$ cat src/rtl/regfile_writeback_stage.sv
// Writeback stage: selects the retiring result, drives the register file write port
// and its forwarding mirror, counts retirements, flags bad loads and halts on SYSTEM.
//
// state   | meaning
// RUN     | accepting retiring instructions, in_ready high
// HALTED  | SYSTEM opcode retired; nothing accepted until reset
module regfile_writeback_stage #(
  parameter int RETIRE_W       = 32,
  parameter bit HALT_ON_SYSTEM = 1'b1
) (
  input  logic                clock,
  input  logic                reset_n,
  input  logic                in_valid,
  output logic                in_ready,
  input  logic [31:0]         in_instr,
  input  logic [31:0]         in_alu_result,
  input  logic [31:0]         in_load_data,
  input  logic [31:0]         in_pc,
  input  logic                flush,
  output logic [31:0]         addr_rd,
  output logic [31:0]         data_rd,
  output logic                write_enable,
  output logic                fwd_valid,
  output logic [4:0]          fwd_rd,
  output logic [31:0]         fwd_data,
  output logic [RETIRE_W-1:0] retire_count,
  output logic                load_error,
  output logic                halted
);

  localparam logic [6:0] OPC_OP     = 7'b0110011;
  localparam logic [6:0] OPC_OP_IMM = 7'b0010011;
  localparam logic [6:0] OPC_LUI    = 7'b0110111;
  localparam logic [6:0] OPC_AUIPC  = 7'b0010111;
  localparam logic [6:0] OPC_JAL    = 7'b1101111;
  localparam logic [6:0] OPC_JALR   = 7'b1100111;
  localparam logic [6:0] OPC_LOAD   = 7'b0000011;
  localparam logic [6:0] OPC_SYSTEM = 7'b1110011;

  typedef enum logic {ST_RUN, ST_HALTED} state_t;
  state_t state;

  logic [6:0]  opcode;
  logic [4:0]  rd;
  logic [2:0]  f3;
  logic [1:0]  off;
  logic        accept;
  logic        is_load;
  logic        is_system;
  logic        load_ok;
  logic        result_wr;
  logic [7:0]  ld_byte;
  logic [15:0] ld_half;
  logic [31:0] load_val;
  logic [31:0] result;

  assign opcode    = in_instr[6:0];
  assign rd        = in_instr[11:7];
  assign f3        = in_instr[14:12];
  assign off       = in_alu_result[1:0];
  assign in_ready  = (state == ST_RUN);
  assign accept    = in_ready && in_valid && !flush;
  assign is_load   = (opcode == OPC_LOAD);
  assign is_system = (opcode == OPC_SYSTEM);

  always_comb begin
    ld_byte  = 8'h00;
    ld_half  = off[1] ? in_load_data[31:16] : in_load_data[15:0];
    load_val = 32'h0;
    load_ok  = 1'b0;
    case (off)
      2'd0:    ld_byte = in_load_data[7:0];
      2'd1:    ld_byte = in_load_data[15:8];
      2'd2:    ld_byte = in_load_data[23:16];
      default: ld_byte = in_load_data[31:24];
    endcase
    case (f3)
      3'b000: begin load_val = {{24{ld_byte[7]}}, ld_byte};  load_ok = 1'b1;     end
      3'b100: begin load_val = {24'h0, ld_byte};             load_ok = 1'b1;     end
      3'b001: begin load_val = {{16{ld_half[15]}}, ld_half}; load_ok = !off[0];  end
      3'b101: begin load_val = {16'h0, ld_half};             load_ok = !off[0];  end
      3'b010: begin load_val = in_load_data;                 load_ok = (off == 2'b00); end
      default: begin load_val = 32'h0;                       load_ok = 1'b0;     end
    endcase
  end

  always_comb begin
    result    = in_alu_result;
    result_wr = 1'b0;
    case (opcode)
      OPC_OP, OPC_OP_IMM, OPC_LUI, OPC_AUIPC: begin result = in_alu_result; result_wr = 1'b1; end
      OPC_JAL, OPC_JALR:                      begin result = in_pc + 32'd4; result_wr = 1'b1; end
      OPC_LOAD:                               begin result = load_val;      result_wr = load_ok; end
      default:                                begin result = in_alu_result; result_wr = 1'b0; end
    endcase
  end

  // addr_rd/data_rd follow every accepted instruction; only write_enable qualifies them
  always_ff @(posedge clock or negedge reset_n) begin
    if (!reset_n) begin
      state        <= ST_RUN;
      addr_rd      <= 32'h0;
      data_rd      <= 32'h0;
      write_enable <= 1'b0;
      retire_count <= '0;
      load_error   <= 1'b0;
      halted       <= 1'b0;
    end else begin
      write_enable <= 1'b0;
      if (accept) begin
        addr_rd      <= in_instr;
        data_rd      <= result;
        write_enable <= result_wr && (rd != 5'd0);
        retire_count <= retire_count + RETIRE_W'(1);
        if (is_load && !load_ok)
          load_error <= 1'b1;
        if (HALT_ON_SYSTEM && is_system) begin
          state  <= ST_HALTED;
          halted <= 1'b1;
        end
      end
    end
  end

  assign fwd_valid = write_enable;
  assign fwd_rd    = addr_rd[11:7];
  assign fwd_data  = data_rd;

endmodule
$ cat config.mk
export PLATFORM = sky130hd
export DESIGN_NAME = regfile_writeback_stage
export DESIGN_NICKNAME = d
export VERILOG_FILES = /design/src/rtl/regfile_writeback_stage.sv
export SDC_FILE = /design/constraint.sdc
export NUM_CORES = 1
export LEC_CHECK = 0
export ABC_AREA = 1
export CAP_MARGIN = 40
export CORE_MARGIN = 3
export CORE_UTILIZATION = 50
export CTS_CLUSTER_DIAMETER = 100
export CTS_CLUSTER_SIZE = 10
export DETAILED_ROUTE_END_ITERATION = 8
export PLACE_DENSITY = 0.88
export SLEW_MARGIN = 25
export SYNTH_ARGS = -nofsm -noshare
export SYNTH_HDL_FRONTEND = slang
export SYNTH_SLANG_ARGS = --single-unit
$ cat constraint.sdc
create_clock -name clock -period 3.7 [get_ports clock]
set_clock_uncertainty 0.15 [all_clocks]
set_input_delay 0.74 -clock clock [delete_from_list [all_inputs] [get_ports clock]]
set_output_delay 0.74 -clock clock [all_outputs]
set_load 0.005 [all_outputs]
==> notes.org, run 1 <==
#+TITLE: Flow metrics

** Power
- Pwr Total :: roughly 2.5 mW
- The share of total power dissipated in combinational logic is between 10 and 15%.
- Total power density per cell area :: approximately 240 nW/um^2
- Net switching is 27.01% of the power.
- The clock network burns about 41% of the power.
- Internal power comes to approximately 1.8 mW.
- Leak pwr :: between 5 and 6 nW
- Switching Power :: ~0.67 mW

** Route
- Length of routed wiring on met1 :: ~10000 microns
- The highest layer touched by signal routing is met4.
- Number of DRC violations after detailed-routing iteration 0 :: ~700
- Via density :: 5.293
- Per the detail_route report, DRC violations left total 0.
- Routed Wire Length :: 26170 microns
- Per the post-route antenna check, the number of violating nets is 0.
- In the detailed route, the total length drawn on met3 is about 2200 microns.
- For this run, the detailed router's first-pass iteration total came to 5.
- Wire length on met2 :: between 10000 and 15000 microns

** Critical path
- The critical path runs through a total of 10 cells.
- The critical path in this run is classified as input pin to flop.
- Required @ worst endpoint :: 3.80 ns
- Cell family with most CP delay :: simple AND/OR/NAND/NOR gates
- Endpoint of the worst setup timing path :: retire_count[24]
- Number of buffer and inverter stages on the critical path :: 3
- Reg-to-reg endpoint :: retire_count[24]
- Source of the critical timing path :: in_valid
- Beginning of the worst register-to-register path :: state
- Number of cells traversed by the worst register-to-register path :: 8
- Per STA, the worst path is made up of clkdlybuf4s50_1, inv_1, nor2_1, nand2_2, inv_2, nand3_1, nor2_4, nand3_1, nand2_1, nand2_1.
- The worst register-to-register path has a setup slack of roughly 1.6 ns.
- Crit path DAT :: 2.76 ns
- The longest incremental delay of any stage on the critical path is reported as 0.45 ns.
- Type of origin of the critical path :: input pin

** Synthesis
- Synthesis produced approximately 1200 cells.
- Synthesized cell area :: between 7000 and 8000 sq um
- Floorplan net count :: between 1000 and 1500
- During synthesis, Yosys emitted a total of 0 warnings.
- Per the Yosys statistics, synthesis produced 1186 cells.
- For reference, the post-synthesis area per instance comes to between 6 and 7 sq um.
- The gate-level netlist out of Yosys references 35 unique cell types.
- Top non-seq family :: simple AND/OR/NAND/NOR gates
- Post-synth regs :: just under 100
- For reference, simple AND, OR, NAND and NOR cells occupy between 40% and 50% of the area reported after synthesis.
- In this run, the synthesized area fraction spent on xor and xnor cells is recorded as under 10%.
- The area recorded from the Yosys report for this design is between 7000 and 8000 sq um.
- Fraction of the yosys area taken by sequential cells :: approximately 33%

** Clock tree
- Clock Tree Buf Depth :: 2
- Clk Latency, worst-skew pair :: around 0.35 ns
- Post-CTS clock slew at the launch and capture registers of the worst setup and hold paths :: ~0.08 ns
- H-tree depth reported by CTS :: 3
- TritonCTS built the clock tree.
- Clock buffers created by TritonCTS :: 9
- Post-CTS Hold Buffers :: 0
- Quantity of gates resized following cts :: 0
- In this run the post-CTS setup repair buffer count came out at 0.

** Cells and area
- Registers take 2477 sq um.
- Leaving out buffers and inverters, the combinational logic in the layout accounts for between 3000 and 4000 sq um.
- Share of layout cells above drive strength 1 :: between 6 and 7%
- Per the run report, area growth between synthesis and finish was 38.16%.
- Most frequently placed logic cells in the final layout :: 418 x nand2_1, 268 x clkdlybuf4s50_1, 140 x inv_1
- Number of non-filler instances in the completed layout :: around 1600
- 0 antenna diodes ended up in the layout.
- Fill cells in the final layout number 1213.
- At the end of the flow, the number of nets in the layout was roughly 1500.
- For this run, the share of the core covered by cells in the final layout is between 70% and 80%.
- Top cell excl fill/tap :: nand2_1

** Timing
- The transition time recorded at the tightest slew-check pin is approximately 0.74 ns.
- Period utilization :: slightly above 70%
- Final total negative setup slack :: 0 ns
- The final hold violation count recorded for this run is 0.
- Setup slack on the critical path of the routed design comes to 1.035 ns.
- Minimum hold slack :: ~0.21 ns
- The final timing report lists a max-slew violation count of 0.
- The clock period could shrink to about 2.7 ns.
- Setup repair after global routing left no endpoint under its margin.
- Per the finish-stage timing summary, setup violations number 0.
- Across all checked pins, the minimum headroom to the slew limit is roughly half.

** Flow run
- The number of warnings reported in the stage logs is 27.
- Total of max-cap violations :: 0

** Die
- Horizontal die size :: approximately 130 microns
- Row cnt :: approximately 44
- I/O pin count :: 270
- Once the floorplan was initialized, standard cells occupied roughly 51% of the core.
- The vertical die dimension reported for this design is around 130 microns.

** Outcome
- The run finished with clean final reports.

** Global route
- Antenna violations before repair :: 0
- The first global-routing pass estimated between 40000 and 50000 microns of wire.
- Most Used Layer, Global Route :: met2
- Sum of overflow across all layers after global routing :: 0
- The via count of the first global-routing pass is slightly above 8000.
- The global routing report lists met1 layer usage as between 30% and 40%.
- Global routing consumed, over all layers together, between 30% and 40% of the routing resources.
- Largest net degree at the start of global routing :: between 50 and 60

** Place
- At the end of routability-driven placement, the weighted congestion stood at about 1.0.
- In the placement report, post-DP HPWL is listed as around 21000 microns.
- Count of buffers inserted at the top-level ports :: around 270
- After detailed placement, the design holds a cell count of roughly 1600.
- At the placement stage, the worst setup path has a slack of between 0.6 and 0.7 ns.

** Hold path
- STA reports the tightest min-delay check as being of type input pin to async pin.
==> run 1: power groups by stage <==
stage / Combinational (mW) / Sequential (mW) / Clock (mW)
2_1_floorplan: 0.135 / 1.10 / 0
3_3_place_gp: 0.358 / 1.10 / 0
3_5_place_dp: 0.362 / 1.10 / 0
4_1_cts: 0.364 / 1.08 / 1.03
5_1_grt: 0.401 / 1.08 / 1.07
6_report: 0.367 / 1.08 / 1.02
==> run 1: cell type report <==
cell class | count | share of cell area [%]
clock buffers | 9 | 2.178
multi-input cells | 868 | 38.31
flip-flops and latches | 99 | 23.95
inverters | 145 | 5.263
well taps | 184 | 2.226
repair buffers | 283 | 27.15
clock inverters | 7 | 0.9194
==> run 1: synth_stat cells, drive strengths merged <==
| library cell | instances | area share, % |
|---|---|---|
| ha | 2 | 0.33 |
| inv | 143 | 7.2 |
| o31ai | 1 | 0.10 |
| nor3 | 16 | 1.3 |
| nor2 | 148 | 8.3 |
| buf | 70 | 6.5 |
| xnor2 | 3 | 0.35 |
| o21bai | 7 | 0.70 |
| nand2 | 427 | 22 |
| dfrtp | 99 | 33 |
| or2 | 32 | 2.7 |
| a21oi | 40 | 2.7 |
| o21ai | 34 | 2.3 |
| clkbuf | 4 | 0.20 |
| xor2 | 15 | 1.8 |
| nor3b | 1 | 0.17 |
| nand3 | 111 | 7.5 |
| nand4 | 8 | 0.67 |
| nand3b | 15 | 1.5 |
| a31oi | 1 | 0.084 |
| a21boi | 7 | 0.75 |
| clkinv | 2 | 0.10 |
==> run 1: flip-flops by register name, indices dropped and copies added, names as in the netlist <==
| name | count |
|---|---|
| retire_count | 32 |
| addr_rd | 32 |
| fwd_valid | 1 |
| data_rd | 32 |
| load_error | 1 |
| state | 1 |
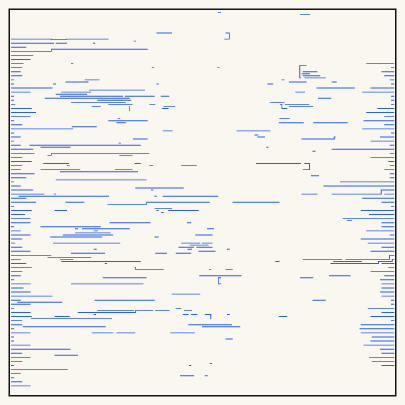
*Met3 routing, run 1*
Drawn at 3 px/micron.
The longest straight run is 36.8 microns. The wires run mostly horizontal. 271 nets have wire on it. The layer holds 8.5% of the routed length. The layer carries 2220 microns of wire.

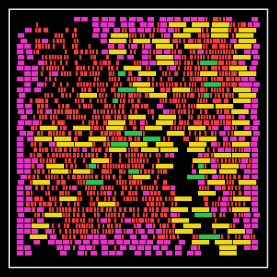
*Placement by cell class, run 1*
Drawn at 2 px/micron.
flops: marked yellow, cells 99, share of their area 24%. all other logic: marked red, cells 1013, share of their area 45%. clock drivers and dummy loads: marked green, cells 16, share of their area 3.2%. other buffers and delay cells: marked magenta, cells 283, share of their area 28%.

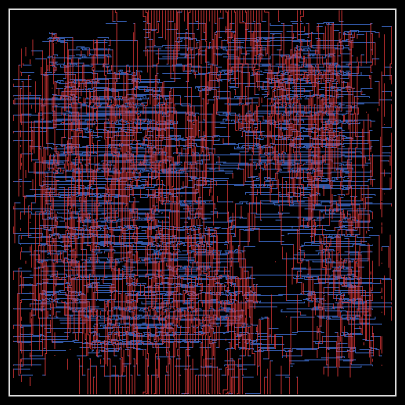
*Routed metal, one color a layer, run 1*
Drawn at 3 px/micron. Two of the layers only.
met2: marked red, wire length 12700 microns. met1: marked blue, wire length 10100 microns.

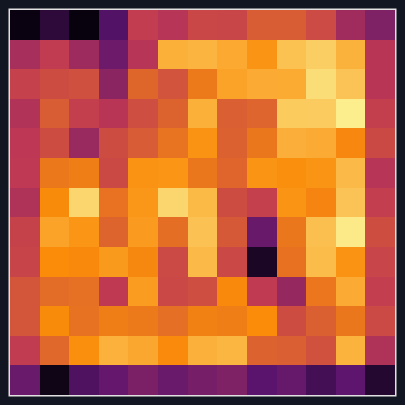
*Placement density heat map, run 1*
Drawn at 3 px/micron. The die is cut into 13 by 13 equal tiles; black is low, pale yellow is high, 0 to 100% covered.
The emptiest ninth of the die: top left. 30% of the tiles are over 75% full. The mean over all tiles is 61%. The fullest tile reaches 96%.

### Placed standard cells, run 1

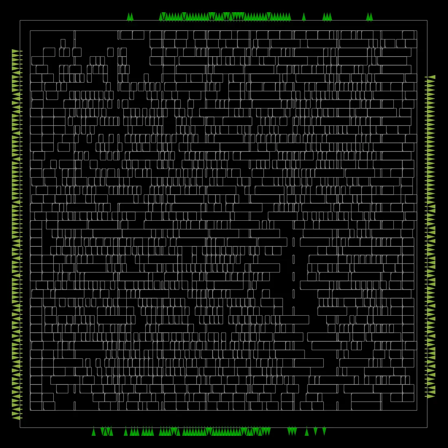

--- run 2 (diff from run 1) ---
--- a/config.mk
+++ b/config.mk
@@ -8,11 +8,11 @@
 export ABC_AREA = 1
 export CAP_MARGIN = 40
 export CORE_MARGIN = 3
-export CORE_UTILIZATION = 50
+export CORE_UTILIZATION = 42
 export CTS_CLUSTER_DIAMETER = 100
 export CTS_CLUSTER_SIZE = 10
 export DETAILED_ROUTE_END_ITERATION = 8
-export PLACE_DENSITY = 0.88
+export PLACE_DENSITY = 0.79
 export SLEW_MARGIN = 25
 export SYNTH_ARGS = -nofsm -noshare
 export SYNTH_HDL_FRONTEND = slang
==> constraint.sdc (replaced) <==
create_clock -name clock -period 2.45 [get_ports clock]
set_clock_uncertainty 0.15 [all_clocks]
set_input_delay 0.49 -clock clock [delete_from_list [all_inputs] [get_ports clock]]
set_output_delay 0.49 -clock clock [all_outputs]
set_load 0.005 [all_outputs]
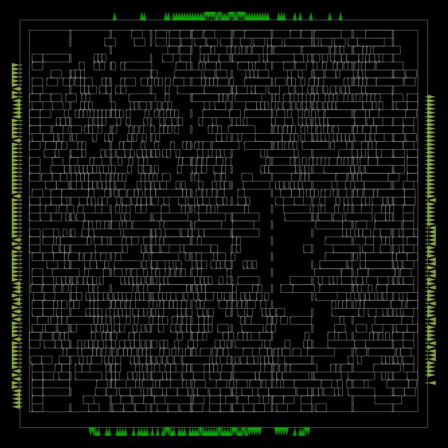
*Placed standard cells, run 2*
core region area: 17360 sq um
number of non-filler instances in the completed layout: 1653

==> notes.org, run 2 <==
#+TITLE: Flow metrics

** Outcome
- Outcome :: completed

** Timing
- Period utilization :: between 80% and 90%
- Slew headroom :: 61.59%
- In the final report, the number of hold violations comes to 0.
- Final total negative setup slack :: 0 ns
- Period minus WS final :: roughly 2.2 ns
- Setup violation total in the final timing report :: 0
- Final number of max-transition violations :: 0

** Critical path
- STA classifies the critical path startpoint as an input pin.
- For the worst flop-to-flop path, the logic depth is 8.
- For the worst setup path, the data required time is 2.52 ns.
- In this run the register-to-register setup slack is between 0.5 and 0.6 ns.
- Stage delay of the slowest cell on the critical path :: around 0.59 ns
- Crit path DAT :: roughly 2.3 ns
- Cell family with most CP delay :: buffers and inverters
- Beginning of the worst register-to-register path :: retire_count[0]
- Critical setup path kind :: input pin to flop
- Type of destination of the critical path :: flop
- Number of buffer and inverter stages on the critical path :: 3
- List of cells traversed by the critical path :: clkdlybuf4s50_1, buf_12, nand2_2, nand3_1, nand2_1, nand2_2, buf_12, nand2_1, a21oi_1, a21oi_1

** Route
- Number of DRC violations after detailed-routing iteration 0 :: roughly 720
- Per the detail_route log, met2 wirelength is ~13000 microns.
- Met3 routed WL :: roughly 2300 microns
- Routed Wire Length :: between 20000 and 30000 microns
- Total iterations of the first detailed-routing run :: 5
- Nets still carrying antenna violations after routing amount to 0.
- Via density :: 5.117
- Max Used Layer :: met4
- In the per-layer summary, the met1 wirelength comes to roughly 11000 microns.

** Cells and area
- The top cell types in the final layout, fill and taps aside, are 418 x nand2_1, 268 x clkdlybuf4s50_1, 140 x inv_1.
- Fill cells in the final layout number approximately 1600.
- Antenna cells :: 0
- Compared with the post-synthesis result, the final layout area differs by 41.68%.
- Top cell excl fill/tap :: nand2_1
- Total number of nets in the final design :: 1559
- Logic area :: between 3000 and 4000 sq um
- The registers reported with the highest flop counts are addr_rd x32, data_rd x32, retire_count x32.
- Register area :: ~2500 sq um

** Global route
- Global route summary, busiest routing layer listed as met2.
- For this run, global-route usage on met2 was measured as a little under half.
- The global routing report lists met1 layer usage as a little over a third.
- The via count of the first global-routing pass came to slightly above 8000.
- Global routing used between 20% and 30% of the available tracks across all layers.
- Largest net degree at the start of global routing :: 100
- The total overflow left after global routing is 0.
- The initial antenna violation count is 0.
- Global-route wire length before repair :: roughly 43000 microns

** Flow run
- Total of max-cap violations :: 0
- The stage logs contain a warning count of 26.

** Place
- Once placement completed, the tool counted placed cells totaling ~1600.
- Detail Placement HPWL :: approximately 21000 microns
- Count of buffers inserted at the top-level ports :: 269
- The placement summary gives the final routability congestion estimate as ~1.1.

** Synthesis
- The main area contributors are dfrtp_1 33%, nand2_1 21%, nand3_1 7.4%.
- Synthesized cell area :: roughly 7500 sq um
- Yosys reports that the leading cell type by area covers 33.09% of the netlist area.
- The number of cells reported by Yosys stat comes to around 1200.
- Once synthesis finished, the tally of register bits stood at 99.
- The number of nets in the synthesized netlist is roughly 1300.
- Top non-seq family :: simple AND/OR/NAND/NOR gates
- Looking at area per cell type in the netlist, the leader is dfrtp_1.
- Most used flip-flop cell after synthesis :: dfrtp_1
- Post-synth EDFFs :: 0
- Post-synthesis average cell area :: approximately 6.3 sq um
- Counting flops with an async set or reset pin after synthesis yields a share of 100.0%.
- The synthesized netlist has a Yosys-reported chip area of around 7500 sq um.
- Most instantiated library cell after synthesis :: nand2_1
- Synthesis handed over a netlist of around 1200 instances.
- The gate-level netlist out of Yosys references 35 unique cell types.
- After Yosys synthesis, XOR and XNOR cells account for approximately 2.1% of the synthesized area.
- Of the total synthesized cell area, the portion taken by AND, OR, NAND and NOR gates is between 40 and 50%.
- Commonest cells in the netlist :: 419 x nand2_1, 140 x inv_1, 135 x nor2_1
- The synthesis report lists the Yosys warning total as 0.
- Of the synthesized area, sequential elements account for between 30% and 40%.

** Power
- The leakage power in the latest report is between 5 and 6 nW.
- The report lists the power per cell area as ~350 nW/um^2.

** Clock tree
- Clock buffers created by TritonCTS :: 9
- Clock Tree Buf Depth :: 2
- Post-CTS clock slew at the launch and capture registers of the worst setup and hold paths :: about 0.070 ns
- Gates resized during post-CTS repair numbered 0.
- The H-tree was split into 3 levels.
- Setup Fix Bufs, Post-CTS :: 0
- Post-CTS Hold Buffers :: 0
- TritonCTS built the clock tree.

** Die
- The floorplan step records an initial core utilization of 43.13%.
- According to the floorplan report, the die width is about 140 microns.
- Die Span Y :: 139.5 microns
- I/O pin count :: roughly 270

** Hold path
- STA reports the tightest min-delay check as being of type input pin to async pin.
[run 2: cell types whose count changed in the layout (fill, tap and decap cells not counted)]
cell	change
inv_8	-2
clkinvlp_4	+1
clkinv_8	-1
buf_4	+11
clkbuf_8	+1
inv_6	-1
clkinv_4	-1
buf_12	+8
clkinv_2	+1
[run 2: through the flow]
stage | power (mW) | hold slack (ns) | area, sq um | utilization, % | worst slack, ns
2_1_floorplan | 1.870 | 0.04441 | 7486 | - | 0.7871
3_3_place_gp | 2.237 | 0.3105 | 10320 | 59.44 | -0.06739
3_5_place_dp | 2.237 | 0.3141 | 10320 | 59.44 | -0.07649
4_1_cts | 3.674 | 0.08036 | 10610 | 61.11 | 0.2850
5_1_grt | 3.791 | 0.08747 | 10610 | 61.11 | 0.1944
6_report | 3.660 | 0.01970 | 10610 | 61.11 | 0.2648
[run 2: worst max-delay path by stage]
stage | slack [ns] | from | depth (start not counted) | end
floorplan | 0.79 | in_pc[2] | 10 | data_rd[12]
global placement | -0.07 | in_alu_result[1] | 10 | data_rd[24]
detailed placement | -0.08 | in_alu_result[1] | 10 | data_rd[24]
CTS | 0.28 | in_alu_result[1] | 10 | data_rd[24]
global route | 0.19 | in_instr[4] | 9 | data_rd[24]
finish | 0.26 | in_alu_result[1] | 10 | data_rd[24]
[run 2: power breakdown]
part           switching [mW]  internal, mW  total [mW]
Clock                   0.637         0.811        1.45
Sequential                  0          1.63        1.63
Combinational           0.293         0.286       0.578
Total                   0.929          2.73        3.66
[run 2: cell type report]
type / instances / share of cell area (%)
clock buffers: 10 / 2.253
clock inverters: 4 / 0.4837
inverters: 145 / 5.132
multi-input cells: 868 / 37.36
flip-flops and latches: 99 / 23.36
well taps: 225 / 2.654
repair buffers: 302 / 28.76
Power is estimated from default activity; no workload was simulated.
